[src/rtl/lease_tb_pkg.sv]
// rtl/lease_tb_pkg.sv - state and op encodings shared by issuer, FIFO loader and scoreboard
package lease_tb_pkg;

  typedef enum logic [1:0] {
    IDLE    = 2'b00,
    READ    = 2'b01,
    CAPTURE = 2'b10,
    ISSUE   = 2'b11
  } state_t;

  localparam logic OP_RD = 1'b0;
  localparam logic OP_WR = 1'b1;

  // The op bit is always the MSB of a FIFO word; the rest is address.
  function automatic int op_pos(input int width);
    return width - 1;
  endfunction

endpackage

[src/rtl/fifo_req_issuer_if.sv]
// rtl/fifo_req_issuer_if.sv - FIFO-side and controller-side signals of the request issuer
interface fifo_req_issuer_if #(
  parameter int width           = 8,
  parameter int max_outstanding = 4
);
  localparam int ow = $clog2(max_outstanding) + 1;

  logic             fifo_empty_i;
  logic [width-1:0] fifo_dout_i;
  logic             fifo_rd_en_o;
  logic             req_valid_o;
  logic             req_ready_i;
  logic             req_we_o;
  logic [width-2:0] req_addr_o;
  logic             rsp_valid_i;
  logic [15:0]      issued_cnt_o;
  logic [ow-1:0]    outstanding_o;
  logic             busy_o;
  logic             err_o;

  modport slave (
    input  fifo_empty_i, fifo_dout_i, req_ready_i, rsp_valid_i,
    output fifo_rd_en_o, req_valid_o, req_we_o, req_addr_o,
           issued_cnt_o, outstanding_o, busy_o, err_o
  );

  modport master (
    output fifo_empty_i, fifo_dout_i, req_ready_i, rsp_valid_i,
    input  fifo_rd_en_o, req_valid_o, req_we_o, req_addr_o,
           issued_cnt_o, outstanding_o, busy_o, err_o
  );

endinterface

[src/rtl/fifo_req_issuer.sv]
// rtl/fifo_req_issuer.sv - pops FIFO words and issues them as throttled memory requests
module fifo_req_issuer
  import lease_tb_pkg::*;
#(
  parameter int width           = 8,
  parameter int max_outstanding = 4
) (
  input  logic               clk_i,
  input  logic               reset_i,
  fifo_req_issuer_if.slave   bus
);

  localparam int            ow      = $clog2(max_outstanding) + 1;
  localparam int            op_bit  = op_pos(width);
  localparam logic [ow-1:0] max_cnt = ow'(max_outstanding);

  state_t           state, state_next;
  logic             we_q;
  logic [width-2:0] addr_q;
  logic [15:0]      issued_q;
  logic [ow-1:0]    outst_q, outst_next;
  logic             err_q;
  logic             hs;
  logic             rsp_err;

  always_comb begin
    hs         = (state == ISSUE) && bus.req_ready_i;
    outst_next = outst_q;
    rsp_err    = 1'b0;
    case ({hs, bus.rsp_valid_i})
      2'b10: outst_next = outst_q + ow'(1);
      2'b01: begin
        // A response with nothing in flight is flagged, never counted.
        if (outst_q == '0) rsp_err = 1'b1;
        else               outst_next = outst_q - ow'(1);
      end
      default: ;
    endcase

    state_next = state;
    case (state)
      IDLE:    if (!bus.fifo_empty_i && (outst_q < max_cnt)) state_next = READ;
      READ:    state_next = CAPTURE;
      CAPTURE: state_next = ISSUE;
      ISSUE: begin
        if (hs) state_next = (!bus.fifo_empty_i && (outst_next < max_cnt)) ? READ : IDLE;
      end
      default: state_next = IDLE;
    endcase
  end

  always_ff @(posedge clk_i) begin
    if (!reset_i) begin
      state    <= IDLE;
      we_q     <= 1'b0;
      addr_q   <= '0;
      issued_q <= '0;
      outst_q  <= '0;
      err_q    <= 1'b0;
    end else begin
      state   <= state_next;
      outst_q <= outst_next;
      if (hs)      issued_q <= issued_q + 16'd1;
      if (rsp_err) err_q    <= 1'b1;
      if (state == CAPTURE) begin
        we_q   <= bus.fifo_dout_i[op_bit];
        addr_q <= bus.fifo_dout_i[width-2:0];
      end
    end
  end

  assign bus.fifo_rd_en_o  = (state == READ);
  assign bus.req_valid_o   = (state == ISSUE);
  assign bus.req_we_o      = we_q;
  assign bus.req_addr_o    = addr_q;
  assign bus.issued_cnt_o  = issued_q;
  assign bus.outstanding_o = outst_q;
  assign bus.busy_o        = (state != IDLE) || (outst_q != '0);
  assign bus.err_o         = err_q;

endmodule

[src/flat_wrapper.sv]
// flat-port wrapper written by rule: the top's interface ports become plain ports
module fifo_req_issuer_flat import lease_tb_pkg::*;
#(
  parameter int width           = 8,
  parameter int max_outstanding = 4
)
  (clk_i, reset_i, bus_fifo_empty_i, bus_fifo_dout_i, bus_req_ready_i, bus_rsp_valid_i, bus_fifo_rd_en_o, bus_req_valid_o, bus_req_we_o, bus_req_addr_o, bus_issued_cnt_o, bus_outstanding_o, bus_busy_o, bus_err_o);
  fifo_req_issuer_if #(.width(width), .max_outstanding(max_outstanding)) bus_i ();
  input  logic clk_i;
  input  logic reset_i;
  input wire logic [$bits(bus_i.fifo_empty_i)-1:0] bus_fifo_empty_i;
  input wire logic [$bits(bus_i.fifo_dout_i)-1:0] bus_fifo_dout_i;
  input wire logic [$bits(bus_i.req_ready_i)-1:0] bus_req_ready_i;
  input wire logic [$bits(bus_i.rsp_valid_i)-1:0] bus_rsp_valid_i;
  output wire logic [$bits(bus_i.fifo_rd_en_o)-1:0] bus_fifo_rd_en_o;
  output wire logic [$bits(bus_i.req_valid_o)-1:0] bus_req_valid_o;
  output wire logic [$bits(bus_i.req_we_o)-1:0] bus_req_we_o;
  output wire logic [$bits(bus_i.req_addr_o)-1:0] bus_req_addr_o;
  output wire logic [$bits(bus_i.issued_cnt_o)-1:0] bus_issued_cnt_o;
  output wire logic [$bits(bus_i.outstanding_o)-1:0] bus_outstanding_o;
  output wire logic [$bits(bus_i.busy_o)-1:0] bus_busy_o;
  output wire logic [$bits(bus_i.err_o)-1:0] bus_err_o;
  assign bus_i.fifo_empty_i = bus_fifo_empty_i;
  assign bus_i.fifo_dout_i = bus_fifo_dout_i;
  assign bus_i.req_ready_i = bus_req_ready_i;
  assign bus_i.rsp_valid_i = bus_rsp_valid_i;
  assign bus_fifo_rd_en_o = bus_i.fifo_rd_en_o;
  assign bus_req_valid_o = bus_i.req_valid_o;
  assign bus_req_we_o = bus_i.req_we_o;
  assign bus_req_addr_o = bus_i.req_addr_o;
  assign bus_issued_cnt_o = bus_i.issued_cnt_o;
  assign bus_outstanding_o = bus_i.outstanding_o;
  assign bus_busy_o = bus_i.busy_o;
  assign bus_err_o = bus_i.err_o;
  fifo_req_issuer #(.width(width), .max_outstanding(max_outstanding)) u_core (.clk_i(clk_i), .reset_i(reset_i), .bus(bus_i));
endmodule
[config.mk]
export PLATFORM = sky130hd
export DESIGN_NAME = fifo_req_issuer_flat
export DESIGN_NICKNAME = d
export VERILOG_FILES = /design/src/rtl/lease_tb_pkg.sv /design/src/rtl/fifo_req_issuer_if.sv /design/src/rtl/fifo_req_issuer.sv /design/src/flat_wrapper.sv
export SDC_FILE = /design/constraint.sdc
export NUM_CORES = 1
export LEC_CHECK = 0
export ABC_CLOCK_PERIOD_IN_PS = 2500
export CORE_MARGIN = 2
export CORE_UTILIZATION = 45
export DETAILED_ROUTE_END_ITERATION = 6
export GPL_TIMING_DRIVEN = 1
export PLACE_DENSITY_LB_ADDON = 0.12
export SLEW_MARGIN = 20
export SYNTH_ARGS = -nofsm -noshare
export SYNTH_HDL_FRONTEND = slang
export SYNTH_SLANG_ARGS = --single-unit
export TNS_END_PERCENT = 1
[constraint.sdc]
create_clock -name clk_i -period 2.5 [get_ports clk_i]
set_input_delay 0.5 -clock clk_i [delete_from_list [all_inputs] [get_ports clk_i]]
set_output_delay 0.5 -clock clk_i [all_outputs]
set_load 0.05 [all_outputs]
Run 1, sequential cells grouped by signal name:
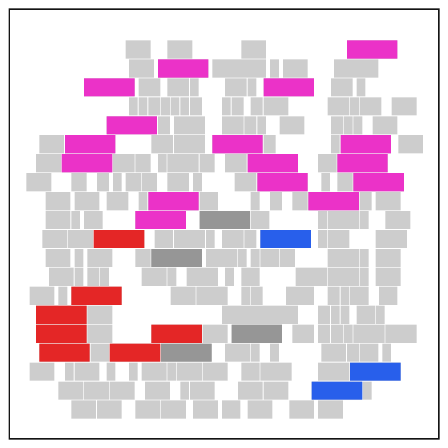
Key: u_core.bus.outstanding_o = blue [flops 3]; u_core.bus.issued_cnt_o = magenta [flops 16]; u_core.bus.req_addr_o = red [flops 7, where lower left]
Another 4 sequential cells are not colored.
sequential standard cell area: 601 um^2
flop share of the area: 29.2%

Run 1, clock network drawn from the DEF:
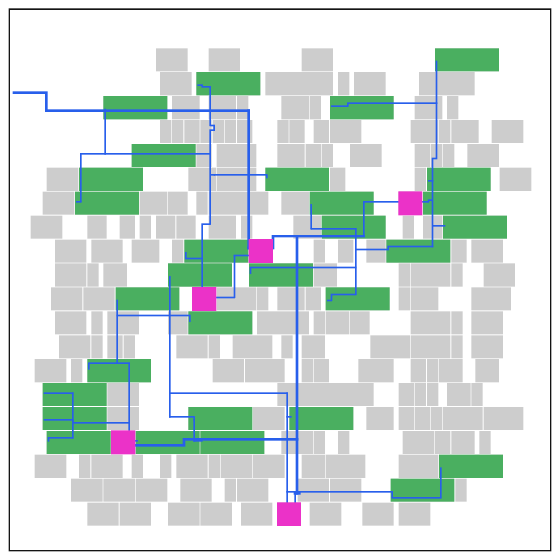
Key: cells driving clock nets = magenta [count 5]; flip-flops = green [count 30]; clock wires = blue [length 398 um]
There are 6 routed clock nets. Position of the flops: all over the die.

==> notes.md, run 1 <==
Cell count after synthesis: 162. The analysis reports a worst IR drop on VDD of 0.000599 V. Number of standard cells in the final layout excluding fillers: 256. Power attributed to sequential cells is 0.567 mW.

Number of instances resized during post-cts repair: 0. The capture point of the critical path was reported as bus_fifo_rd_en_o. The run gives 8.96% for the fraction of layout instances using a drive strength above 1. The path class of the tightest hold or removal check is reg2reg. Once routing completed, OpenROAD measured the worst setup slack at 0.282 ns. Switching power as a fraction of the total was reported as 37.8%. OpenROAD reports that the post-layout worst path occupies 88.7% of the period. Reported leakage power: 0.786 nW.

After routing the design area is 2050 um^2. The critical path class is reg2out. OpenROAD warning count: 33.

After layout, the minimum clock period comes to 2.22 ns. The count of clock-net buffers in the final layout came out at 5. The tools report the net count entering floorplan as 186.

Leaving out buffers and inverters, the combinational logic in the layout accounts for 815 um^2. Per the CTS log, the buffer count on the longest clock path is 2. The flow measured a signed area growth from synthesis to layout of 38.4%. For the reg-to-reg setup timing slack, the log shows 0.39 ns. The horizontal die dimension reported for this design is 61.4 um. The report counts max-capacitance violations totalling 0. The run gives 0 as the final setup violation count.

The largest fanout of any net on the critical path is 5, and the share of total power in the clock network is 24.5%. The run gives 39.0% as the relative contribution of combinational cells to total power. Number of DRC markers in iteration 0: 75. The first detailed-routing pass took 4 iterations. Number of vias after detailed routing: 1294. The largest cell class by area is combinational gates. The H-tree was split into 2 levels. The via-per-instance ratio is 5.05, and the switching component of the power is 0.589 mW. Summed over all layers, the global routing overflow is 0. The run gives 3770 um^2 as the area of the chip.

The final layout contains 235 nets. The worst register-to-register path has a depth of 7. The layout report lists the non-clock buffer share of cell area as 21.9%. The tightest slew margin relative to the limit is 65.2%, and the share of async-settable or async-resettable flops after synthesis is 0%. The count of buffers added on input and output ports is 43. The count of placed standard cells including taps was 248; the number of flip-flops and latches in the synthesized netlist was 30. The run gives 0 as the number of hold violations in the final report. The tools report the hold buffer count at CTS as 0.

The arrival time of the worst setup path was 1.72 ns. Traced cell by cell, the critical path runs through inv_1 -> ha_1 -> clkdlybuf4s50_1. Warnings reported by Yosys during synthesis add up to 0. The leading area contributor after synthesis was sky130_fd_sc_hd__dfxtp_1. The later pin in the worst-skew pair is clocked with a latency of 0.34 ns.

For reference, the critical path is launched at u_core.state[1]. Looking at the reg2reg group, the worst path starts from u_core.state[1]. After detailed routing, the average wire length per cell comes to 12.2 um. The capture point of the worst register-to-register path is recorded as u_core.bus.outstanding_o[2].

After synthesis the cells add up to 1480 um^2. The clock network power reported by the tool is 0.382 mW. CTS placed an instance of sky130_fd_sc_hd__clkbuf_4 at the clock tree root. The power report lists the combinational group at 0.607 mW. The worst hold margin is 0.483 ns. The number of fill cells came out at 288. The logs give 0 for the initial antenna violation count and 0 for the number of antenna-violating nets in the routed design. For this run, the script counts the antenna cells in the layout as 0.

The run gives 19.6% as the total global routing track utilization. The tools report the start point of the worst min-delay path as u_core.bus.issued_cnt_o[15]. The logic depth of the worst setup path including buffers is 3. Grouping stages by cell kind, the critical path spends the most delay in buffers and inverters.

Combinational share of cell area: 39.6%. The design has 30 sequential cells. The setup fix buffers added after clock tree synthesis came out at 0.

The logs give 0.0102 ns for the setup skew after layout and 1970 um^2 for the placed cell area. The sequential fraction of the synthesis area was 40.5%. By area the synthesized netlist is led by sky130_fd_sc_hd__dfxtp_1, sky130_fd_sc_hd__ha_1, sky130_fd_sc_hd__mux2i_1. With the clock sink total at 30, the slew of the pin with the lowest slew margin is 0.520 ns.

In the hold report, the worst path ends at u_core.bus.issued_cnt_o[15]. The required time of the worst setup path was 2.00 ns; the highest achievable clock rate was 451 MHz. Number of clock buffers inserted by TritonCTS: 5.

The count of cell types in the netlist was 34. The most common logic cells in the final layout are sky130_fd_sc_hd__clkdlybuf4s50_1, sky130_fd_sc_hd__dfxtp_1, sky130_fd_sc_hd__nor2_1. The first global-routing pass estimated 5380 um of wire. The routability-driven placement congestion ratio is 0.799. The synthesis run shows the most used standard cells to be sky130_fd_sc_hd__dfxtp_1, sky130_fd_sc_hd__nor2_1, sky130_fd_sc_hd__inv_1.

With the post-synthesis chip area from yosys at 1480 um^2, the vertical die dimension is 61.4 um. The flow ran to the end, and the final reports show no timing, DRC or antenna violations. The hold-critical path depth was 2. The most used standard cell by instance count after synthesis is sky130_fd_sc_hd__dfxtp_1. The number of buffers and inverters on the critical path is 2.

After detailed routing, the number of remaining DRC violations is 0. The top cell type in the final layout, fill and taps aside, is sky130_fd_sc_hd__clkdlybuf4s50_1.
Run 1, cell placement:
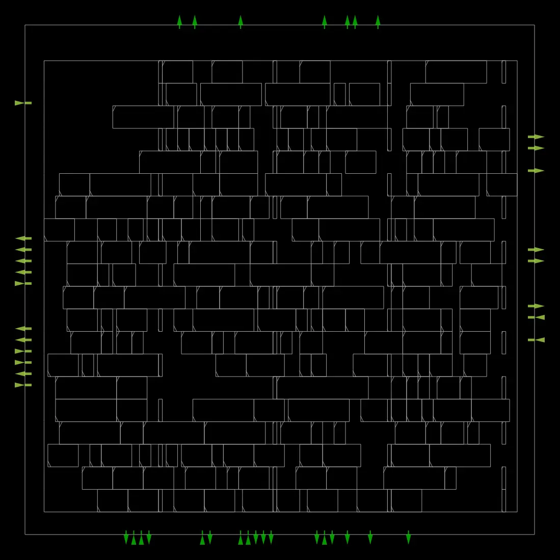
core box area: 3100 um^2
num tapcells: 44

==> run 1: cells by family (layout without fill, tap and decap cells) <==
kind of cell,count (synthesis),in the layout,share of synthesized area [%]
AND/OR/NAND/NOR,63,63,23.4
flip-flops,30,30,40.5
buffers and inverters,18,68,4.64
AND-OR/OR-AND,16,16,6.91
XOR/XNOR,12,12,7.08
multiplexers,12,12,8.18
adder cells (fa/ha/maj),11,11,9.27
==> run 1: per-layer routing <==
metal	track usage, %	wire [um]
met1	22.6	1370
met2	33.7	1540
met3	6.72	176
met4	7.29	44
met5	0	0
==> run 1: registers in the layout, indices dropped and copies added, names as in the netlist <==
register and cells:
u_core.bus.err_o 1, u_core.bus.req_addr_o 7, u_core.bus.issued_cnt_o 16, u_core.bus.req_we_o 1, u_core.state 2, u_core.bus.outstanding_o 3
## Run 2: what changed since run 1
- CAP_MARGIN: not set -> 10
Run 2, sizing map:
The bar under the picture is 20 um long.
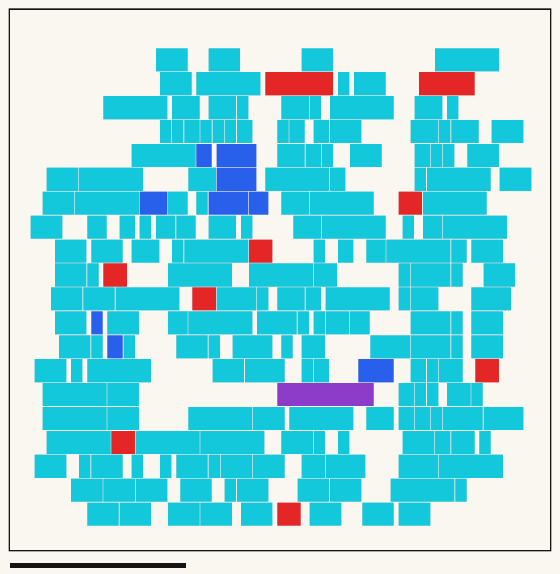
Key: drive 6 and up = purple [cells 1, share 0.47%, most used bufinv_16]; drive 3 to 4 = red [cells 9, share 4.2%, most used clkbuf_4]; drive 1 or less = cyan [cells 193, share 91%, most used clkdlybuf4s50_1]; drive 2 = blue [cells 9, share 4.2%, most used nor4_2]
post-route setup slack: 0.282 ns
Syn-to-layout area delta: 38.4%
post-route standard cell area excluding fillers: 2050 um^2
count of non-CTS buffers in the layout: 45

==> notes.md, run 2 <==
The run finished with clean final reports. The path depth of the worst reg2reg path is 7 (unchanged). The launching instance or port of the critical path was u_core.state[1] (unchanged).

The area of the chip is 3770 um^2 (unchanged), and the routed wire length is 3130 um (unchanged). Tally of buffers added on design ports: 43 (unchanged). Most used logic cell in the final layout: sky130_fd_sc_hd__clkdlybuf4s50_1 (unchanged). The met2 layer wire length in the routed design was 1540 um (unchanged); the met2 usage was 33.7% (unchanged).

Number of vias after detailed routing: 1294 (unchanged). The run gives 36.4% (about the same) as the register share of total power. The destination of the critical timing path was bus_fifo_rd_en_o (unchanged). The OpenROAD warning count came out at 33 (unchanged). Leading cell types by total area after synthesis: sky130_fd_sc_hd__dfxtp_1, sky130_fd_sc_hd__ha_1, sky130_fd_sc_hd__mux2i_1 (unchanged).

The run gives 0.799 (unchanged) for the routability-driven placement congestion ratio. The worst hold path class was reg2reg (unchanged). Most used routing layer: met2 (unchanged). The multiplexer share of the synthesized area is 8.18% (unchanged), and the share of total power in the clock network is 24.5% (about the same). The fraction of synthesized cell area taken by the top area cell type was 40.5% (unchanged).

The tools report the met1 layer wirelength in the final routing as 1370 um (unchanged). Net count entering floorplan: 186 (unchanged). The slew of the pin with the lowest slew margin is 0.520 ns (unchanged). Slowest cell on the critical path: sky130_fd_sc_hd__clkdlybuf4s50_1 (unchanged). Top logic cells by instance count in the layout: sky130_fd_sc_hd__clkdlybuf4s50_1, sky130_fd_sc_hd__dfxtp_1, sky130_fd_sc_hd__nor2_1 (unchanged). The area fraction in compound gates is 6.91% (unchanged).

Critical path class: reg2out (unchanged). The highest metal layer used by the detailed router is met4 (unchanged). The tools report the initial antenna violation count as 0 (unchanged). The reg-to-reg setup timing slack was 0.39 ns (about the same). The sequential fraction of the synthesis area was 40.5% (unchanged). With the post-route minimum period at 2.22 ns (unchanged), the switching component of the power is 0.589 mW (unchanged).

Fraction of layout instances using a drive strength above 1: 8.96% (unchanged). The run gives 30 (unchanged) for the number of flip-flops and latches in the synthesized netlist. Dominant kind of combinational cell: simple AND/OR/NAND/NOR gates (unchanged). The tools report the hold buffer count at CTS as 0 (unchanged).

The start point of the worst min-delay path was u_core.bus.issued_cnt_o[15] (unchanged). Count of placed standard cells including taps: 248 (unchanged). The run gives 75 (unchanged) for the number of DRC markers in iteration 0.

The critical path endpoint category was an output pin (unchanged). The run gives 1480 um^2 (unchanged) as the cell area after synthesis. The placed wire-length estimate was 2350 um (unchanged). The number of clock buffers inserted by TritonCTS is 5 (unchanged), and the arrival time of the worst setup path is 1.72 ns (about the same). Largest fanout of any net on the critical path: 5 (unchanged). The met3 track demand over resource in global routing came out at 6.72% (unchanged). With the number of flip-flops in the largest register at 16 (unchanged), the total global routing track utilization is 19.6% (unchanged). The run gives 2 (unchanged) for the count of buffer and inverter cells on the critical path.

For the final setup violation count, the log shows 0 (unchanged). The run gives 30 (unchanged) for the clock sink total. The run gives 0 (unchanged) as the number of slew-limit violations in the final report. Synth top cells by count: sky130_fd_sc_hd__dfxtp_1, sky130_fd_sc_hd__nor2_1, sky130_fd_sc_hd__inv_1 (unchanged). The logs give 1.56 mW (unchanged) for the total power draw and 39.0% (about the same) for the relative contribution of combinational cells to total power. With the number of nets in the layout at 235 (unchanged), the placeable core area is 3100 um^2 (unchanged).

Leading area contributor after synthesis: sky130_fd_sc_hd__dfxtp_1 (unchanged). For the total global routing overflow, the log shows 0 (unchanged). For the number of antenna-violating nets in the routed design, the log shows 0 (unchanged). The setup fix buffers added after clock tree synthesis is 0 (unchanged), and the max-cap check violation count is 0 (unchanged). The vertical die dimension is 61.4 um (unchanged), and the area share of and/or/nand/nor cells after synthesis is 23.4% (unchanged). The logs give 29 (unchanged) for the largest net degree at the start of global routing and 0.483 ns (unchanged) for the worst hold margin. The tools report the internal power consumption as 0.967 mW (unchanged).

The number of global-route vias before repair is 1244 (unchanged), and the total I/O pin count is 44 (unchanged). For the count of standard-cell rows, the log shows 20 (unchanged). With the via-per-instance ratio at 5.05 (unchanged), the final routed DRC violation total is 0 (unchanged).

Top cell family by delay on the critical path: buffers and inverters (unchanged). The antenna diode count was 0 (unchanged); the number of detailed-route iterations in the first pass was 4 (unchanged). For the clock insertion delay at the later pin of the skew report, the log shows 0.34 ns (about the same). The run gives 0 ns (unchanged) as the final setup TNS. The number of enable-type register cells in the synthesized netlist was 0 (unchanged). Main flop type: sky130_fd_sc_hd__dfxtp_1 (unchanged). The logic depth of the worst setup path including buffers works out to 3 (unchanged).

The number of hold violations in the final report came out at 0 (unchanged). The detail-routed net length per standard cell was 12.2 um (unchanged). The tally of yosys warning messages came out at 0 (unchanged). The clock slew seen by the registers of the worst setup and hold paths works out to 0.09 ns (about the same).

The pre-CTS worst setup slack is 0.163 ns (unchanged), and the share of the synthesized netlist area taken by xor and xnor gates is 7.08% (unchanged). For the highest achievable clock rate, the log shows 451 MHz (unchanged). The run gives 5380 um (unchanged) for the global-route wire length before repair.

The run gives 0.786 nW (unchanged) as the reported leakage power. Maximum cell stage delay along the critical path: 0.80 ns (about the same). The share of the clock period used by the worst path after layout came out at 88.7% (unchanged). The run gives 0% (unchanged) for the share of async-settable or async-resettable flops after synthesis. For the setup skew after layout, the log shows 0.0102 ns (unchanged). The worst voltage drop across the vdd grid came out at 0.000599 V (unchanged). The tools report the clock root buffer master as sky130_fd_sc_hd__clkbuf_4 (unchanged). The hold-critical path depth is 2 (unchanged), and the H-tree depth is 2 (unchanged). Average cell area after synthesis: 9.16 um^2 (unchanged).

The required time of the worst setup path was 2.00 ns (about the same); the total power divided by cell area was 757 nW/um^2 (unchanged). With the x dimension of the die at 61.4 um (unchanged), the global routing met1 resource utilization is 22.6% (unchanged). The post-synthesis chip area from yosys was 1480 um^2 (unchanged); the synthesized-area fraction occupied by adder cells was 9.27% (unchanged). The start of the worst register-to-register path was u_core.state[1] (unchanged). Placed cell area: 1970 um^2 (unchanged). The category of the worst setup path launch point is a flop (unchanged).

Count of cell types in the netlist: 34 (unchanged). TritonCTS built the clock tree. The end point of the worst hold path is u_core.bus.issued_cnt_o[15] (unchanged). The run gives 162 (unchanged) as the cell count after synthesis. The most used standard cell by instance count after synthesis was sky130_fd_sc_hd__dfxtp_1 (unchanged). For the yosys cell count, the log shows 162 (unchanged). The tools report the routed wire length on met3 as 176 um (unchanged). The floorplan utilization is 47.8% (unchanged).

The tightest slew margin relative to the limit was 65.2% (unchanged); the maximum buffer depth of the clock tree was 2 (unchanged). The number of standard cells in the final layout excluding fillers is 256 (unchanged). The net switching fraction of the power was 37.8% (unchanged). Cells traversed along the worst timing path: inv_1 -> ha_1 -> clkdlybuf4s50_1 (unchanged).

End of the worst register-to-register path: u_core.bus.outstanding_o[2] (unchanged). Setup repair after global routing left no endpoint under its margin.
Run 2, sequential cells grouped by signal name:
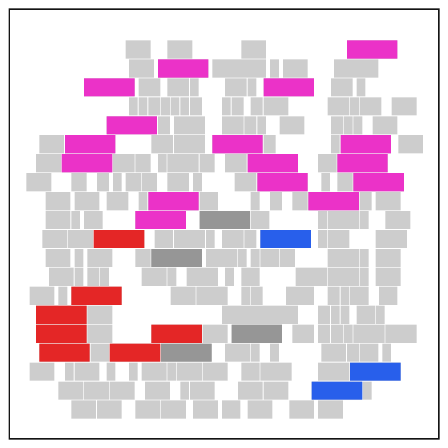
Key: u_core.bus.req_addr_o = red [flops 7, where lower left]; u_core.bus.issued_cnt_o = magenta [flops 16]; u_core.bus.outstanding_o = blue [flops 3]
sequential group power: 0.567 mW
share of the core filled with cells in the final layout: 66.2%

==> run 2: layout make-up <==
| cell class | count | area, um^2 |
|---|---|---|
| fillers | 288 | 1050 |
| multi-input cells | 114 | 815 |
| repair buffers | 45 | 450 |
| flip-flops and latches | 30 | 601 |
| inverters | 15 | 56.3 |
| well taps | 44 | 55.1 |
| clock buffers | 5 | 37.5 |
| clock inverters | 3 | 40.0 |
==> run 2: power groups by stage <==
stage          clock network (mW)  logic [mW]  registers [mW]
2_1_floorplan                   0       0.309           0.696
3_3_place_gp                    0       0.594           0.575
3_5_place_dp                    0       0.610           0.578
4_1_cts                     0.393       0.613           0.568
5_1_grt                     0.422       0.655           0.577
6_report                    0.382       0.607           0.567
==> run 2: what timing repair did <==
item                                    CTS  global route
endpoints found under the setup margin    0             2
gates resized                             0             2
hold endpoints to repair                  0             0
No activity file was given, so power comes from the tool's default toggle rates.
